**Run 1: gate-type map**

Bar = 20 um.
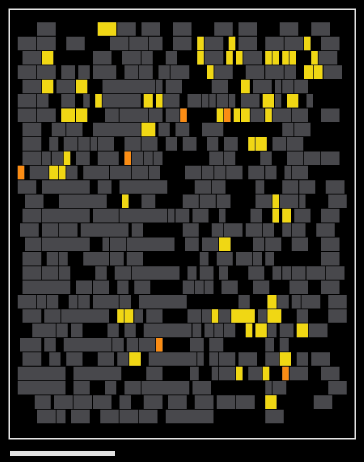
**Run 1: register map, names as in the netlist**

Bar = 20 um. Other sequential cells in the stronger grey, the rest of the logic in the fainter grey.
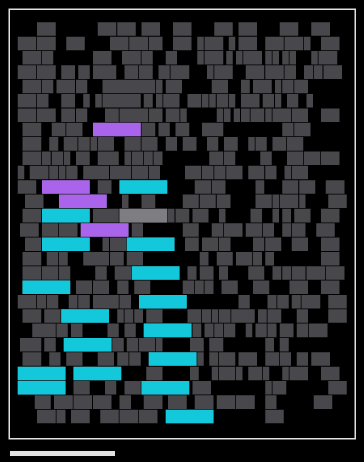
**Run 1: cell outlines without signal wires**

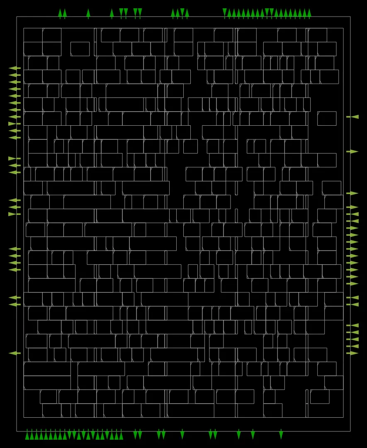
==> config.mk <==
export PLATFORM = sky130hd
export DESIGN_NAME = instr_sequencer
export DESIGN_NICKNAME = d
export VERILOG_FILES = /design/src/rtl/instr_sequencer.sv
export SDC_FILE = /design/constraint.sdc
export NUM_CORES = 1
export LEC_CHECK = 0
export CAP_MARGIN = 5
export CORE_ASPECT_RATIO = 1.25
export CORE_UTILIZATION = 46
export CTS_BUF_LIST = sky130_fd_sc_hd__clkbuf_8
export DETAILED_ROUTE_END_ITERATION = 12
export PLACE_DENSITY_LB_ADDON = 0.2
export SLEW_MARGIN = 40
export SYNTH_ARGS = -nofsm -noshare
export SYNTH_HDL_FRONTEND = slang
export SYNTH_SLANG_ARGS = --single-unit
export TNS_END_PERCENT = 1
==> constraint.sdc <==
create_clock -name clk_i -period 3.3 [get_ports clk_i]
set_input_delay 0.33 -clock clk_i [delete_from_list [all_inputs] [get_ports clk_i]]
set_output_delay 0.33 -clock clk_i [all_outputs]
set_load 0.02 [all_outputs]
==> deck_impl_summary.md, run 1 <==
Synthesis and Place & Route Summary

Cells and area
  – Layout cell share with drive strength beyond 1: 0.0792
  – Clk_buf instances: 3
  – Clock-cell share of area: 0.0136
  – Inverters: 6
  – Nets: around 420
  – Data buffer area share: 0.321
  – Most frequent cells in the layout: clkdlybuf4s50_1 (91), nor2_1 (28), dfrtp_1 (21), nand4_1 (17), buf_4 (17)
  – Area delta synth->final: 43.8%
  – ANT cells: 0

Worst setup path
  – R2R Setup Slk: approximately 1.5 ns
  – CP Launch Type: input pin
  – Critical Path RT: between 2 and 3 ns
  – Worst-path maximum fanout: 9
  – Critical path data arrival time: 2.82 ns
  – Critical Path Stages: 6

Timing
  – Worst relative slew slack: 0.615
  – Fmax: ~320 MHz
  – Final WS setup: about 0.15 ns
  – Final critical-path share of the clock period: 0.955

Clocking
  – # clock sinks: 21
  – Post-CTS Setup Inserts: 0
  – # hold bufs at CTS: 0
  – Htree depth: 1
  – Post-CTS Resized: 0

Route
  – Initial DRC count: 177
  – TritonRoute pass-1 iters: 4

Synthesis
  – Cell variety after synth: approximately 55
  – Proportion of netlist area held by the largest area contributor: 0.228
  – Multiplexer share of the synthesized area: 0.00923
  – Post-synth ARST share: 1.00
  – Post-synth EDFFs: 0
  – Chip Area, Yosys: around 2300 um2

Job
  – Tool warnings: between 40 and 50

Floorplan
  – FP Util: 0.484

Pwr
  – Internal Power: around 0.00077 W
  – IR drop worst, VDD: 458 uV
  – Sequential cell fraction of total power: 0.279

Global route
  – Initial antenna violation count: 0
  – GRT Resource Usage Total: 0.266

Placed design
  – Pre-CTS WS: around 0.17 ns
  – DP Cell Count: about 430

Status
  – Outcome: completed
## Picture notes: 'gate-type map'
family	colour	cells
nor cells	yellow	55
inv cells	orange	6
most numerous logic cell after layout: clkdlybuf4s50_1
Post-Layout Cell Count: 439
fraction of area in multi-input gates: 0.478

## Picture notes: 'register map, names as in the netlist'
netlist name	colour	sequential cells
state_q	purple	4
instr_count_o	cyan	16
not coloured	1
Reg area: 526 um2
flop share of the area: 0.159

## Picture notes: 'cell outlines without signal wires'
fillcell total: 427
flop count: 21
FP Rows: 28
total core area: 4760 um2
Tapcells: 60

run 1: power groups by stage:
stage / Clock, W / Combinational [W] / Sequential [W]
after floorplan: 0 / 0.000514 / 0.000377
after global placement: 0 / 0.000797 / 0.000382
after detailed placement: 0 / 0.000803 / 0.000385
after CTS: 0.000162 / 0.000809 / 0.000380
after global routing: 0.000175 / 0.000879 / 0.000391
final: 0.000162 / 0.000822 / 0.000381
run 1: worst register-to-register path, cell delays in order (launching register included):
cell	delay, ns
dfrtp_1	0.49
nand3b_1	0.21
a221oi_2	0.32
buf_4	0.29
mux2_2	0.35
run 1: routing by layer:
layer	up-vias	share of wire	global-route usage
li1	1295	-	-
met1	1274	0.40	0.313
met2	110	0.52	0.487
met3	14	0.050	0.0239
met4	0	0.028	0.111
met5	-	0	0
==> inputs of run 2 (changes only) <==
--- a/config.mk
+++ b/config.mk
@@ -5,6 +5,7 @@
 export SDC_FILE = /design/constraint.sdc
 export NUM_CORES = 1
 export LEC_CHECK = 0
+export ABC_AREA = 0
 export CAP_MARGIN = 5
 export CORE_ASPECT_RATIO = 1.25
 export CORE_UTILIZATION = 46
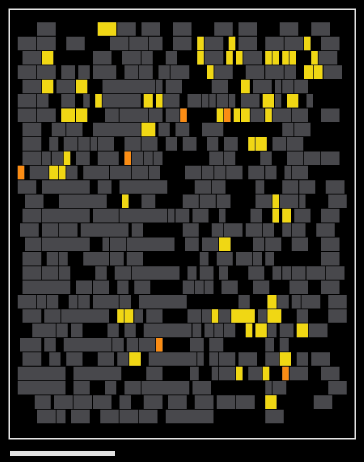
**Above:** run 2 (gate-type map).
Bar = 20 um.
family	colour	cells
nor cells	yellow	55
inv cells	orange	6

==> deck_impl_summary.md, run 2 <==
Synthesis and Place & Route Summary

Route
  – TritonRoute pass-1 iters: 4 (unchanged)
  – Initial DRC count: 177 (unchanged)

Global route
  – Met1 usage: 0.313 (unchanged)
  – Initial antenna violation count: 0 (unchanged)
  – Gr busiest metal: met2
  – Met3 Use GR: 0.0239 (unchanged)

Pwr
  – P_clk: 0.000162 W (about the same)
  – Max power group: combinational logic
  – Internal Power: 0.000767 W (unchanged)
  – Pleak: around 1.2 nW
  – Logic power comb: 0.000822 W (about the same)
  – Sequential cell fraction of total power: 0.279 (about the same)

Cells and area
  – Reg area: 526 um2 (unchanged)
  – Most frequent cells in the layout: clkdlybuf4s50_1 (91), nor2_1 (28), dfrtp_1 (21), nand4_1 (17), buf_4 (17)
  – ANT cells: 0 (unchanged)
  – Most numerous logic cell after layout: clkdlybuf4s50_1
  – Fillcell total: 427 (unchanged)
  – Area delta synth->final: 43.8% (unchanged)
  – Nets: 417 (unchanged)
  – Post-Layout Cell Count: 439 (unchanged)

Placed design
  – Pre-CTS WS: 0.170 ns (unchanged)
  – DP Cell Count: 434 (unchanged)

Floorplan
  – Total core area: 4760 um2 (unchanged)
  – FP Util: 0.484 (unchanged)
  – FP Rows: 28 (unchanged)

Synthesis
  – Post-synth ARST share: 1.00 (unchanged)
  – Proportion of netlist area held by the largest area contributor: 0.228 (unchanged)
  – Multiplexer share of the synthesized area: 0.00923 (unchanged)
  – Cell variety after synth: 55 (unchanged)
  – Chip Area, Yosys: 2300 um2 (unchanged)

Worst setup path
  – CP Launch Type: input pin
  – Critical path data arrival time: 2.82 ns (about the same)
  – R2R Setup Slk: 1.53 ns (about the same)
  – Critical Path RT: 2.97 ns (about the same)
  – Worst-path maximum fanout: 9 (unchanged)

Timing
  – Final critical-path share of the clock period: 0.955 (unchanged)
  – Fmax: 317 MHz (unchanged)
  – Final WS setup: 0.148 ns (unchanged)

Clocking
  – # hold bufs at CTS: 0 (unchanged)
  – # clock sinks: 21 (unchanged)
  – Htree depth: 1 (unchanged)
  – Post-CTS Setup Inserts: 0 (unchanged)
  – Post-CTS Resized: 0 (unchanged)

Status
  – Outcome: completed
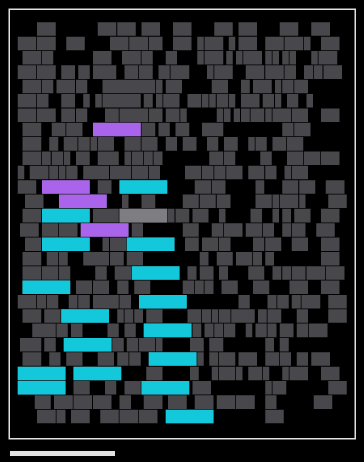
**Above:** run 2 (register map, names as in the netlist).
Bar = 20 um. Other sequential cells in the stronger grey, the rest of the logic in the fainter grey.
netlist name	colour	sequential cells
state_q	purple	4
instr_count_o	cyan	16
not coloured	1
final core occ: 0.696
Seq. pwr: 0.000381 W

[run 2: per-layer routing]
metal | vias to the layer above | wire length (um)
li1 | 1295 | -
met1 | 1274 | 2960
met2 | 110 | 3780
met3 | 14 | 363
met4 | 0 | 206
met5 | - | 0
[run 2: layout make-up]
class	instances	area share
clock buffer	3	0.0125
inverter	6	0.00680
sequential	21	0.159
timing repair buffer	110	0.321
clock inverter	1	0.00113
multi-input combinational	238	0.478
tap	60	0.0227
[run 2: metrics by stage]
stage | total power (W) | cell area [um2]
floorplan | 0.000891 | 2300
global placement | 0.00118 | 3250
finish | 0.00136 | 3310
CTS | 0.00135 | 3290
detailed placement | 0.00119 | 3240
global route | 0.00144 | 3310
Power figures rest on the tool's default switching activity, not on a simulated workload.
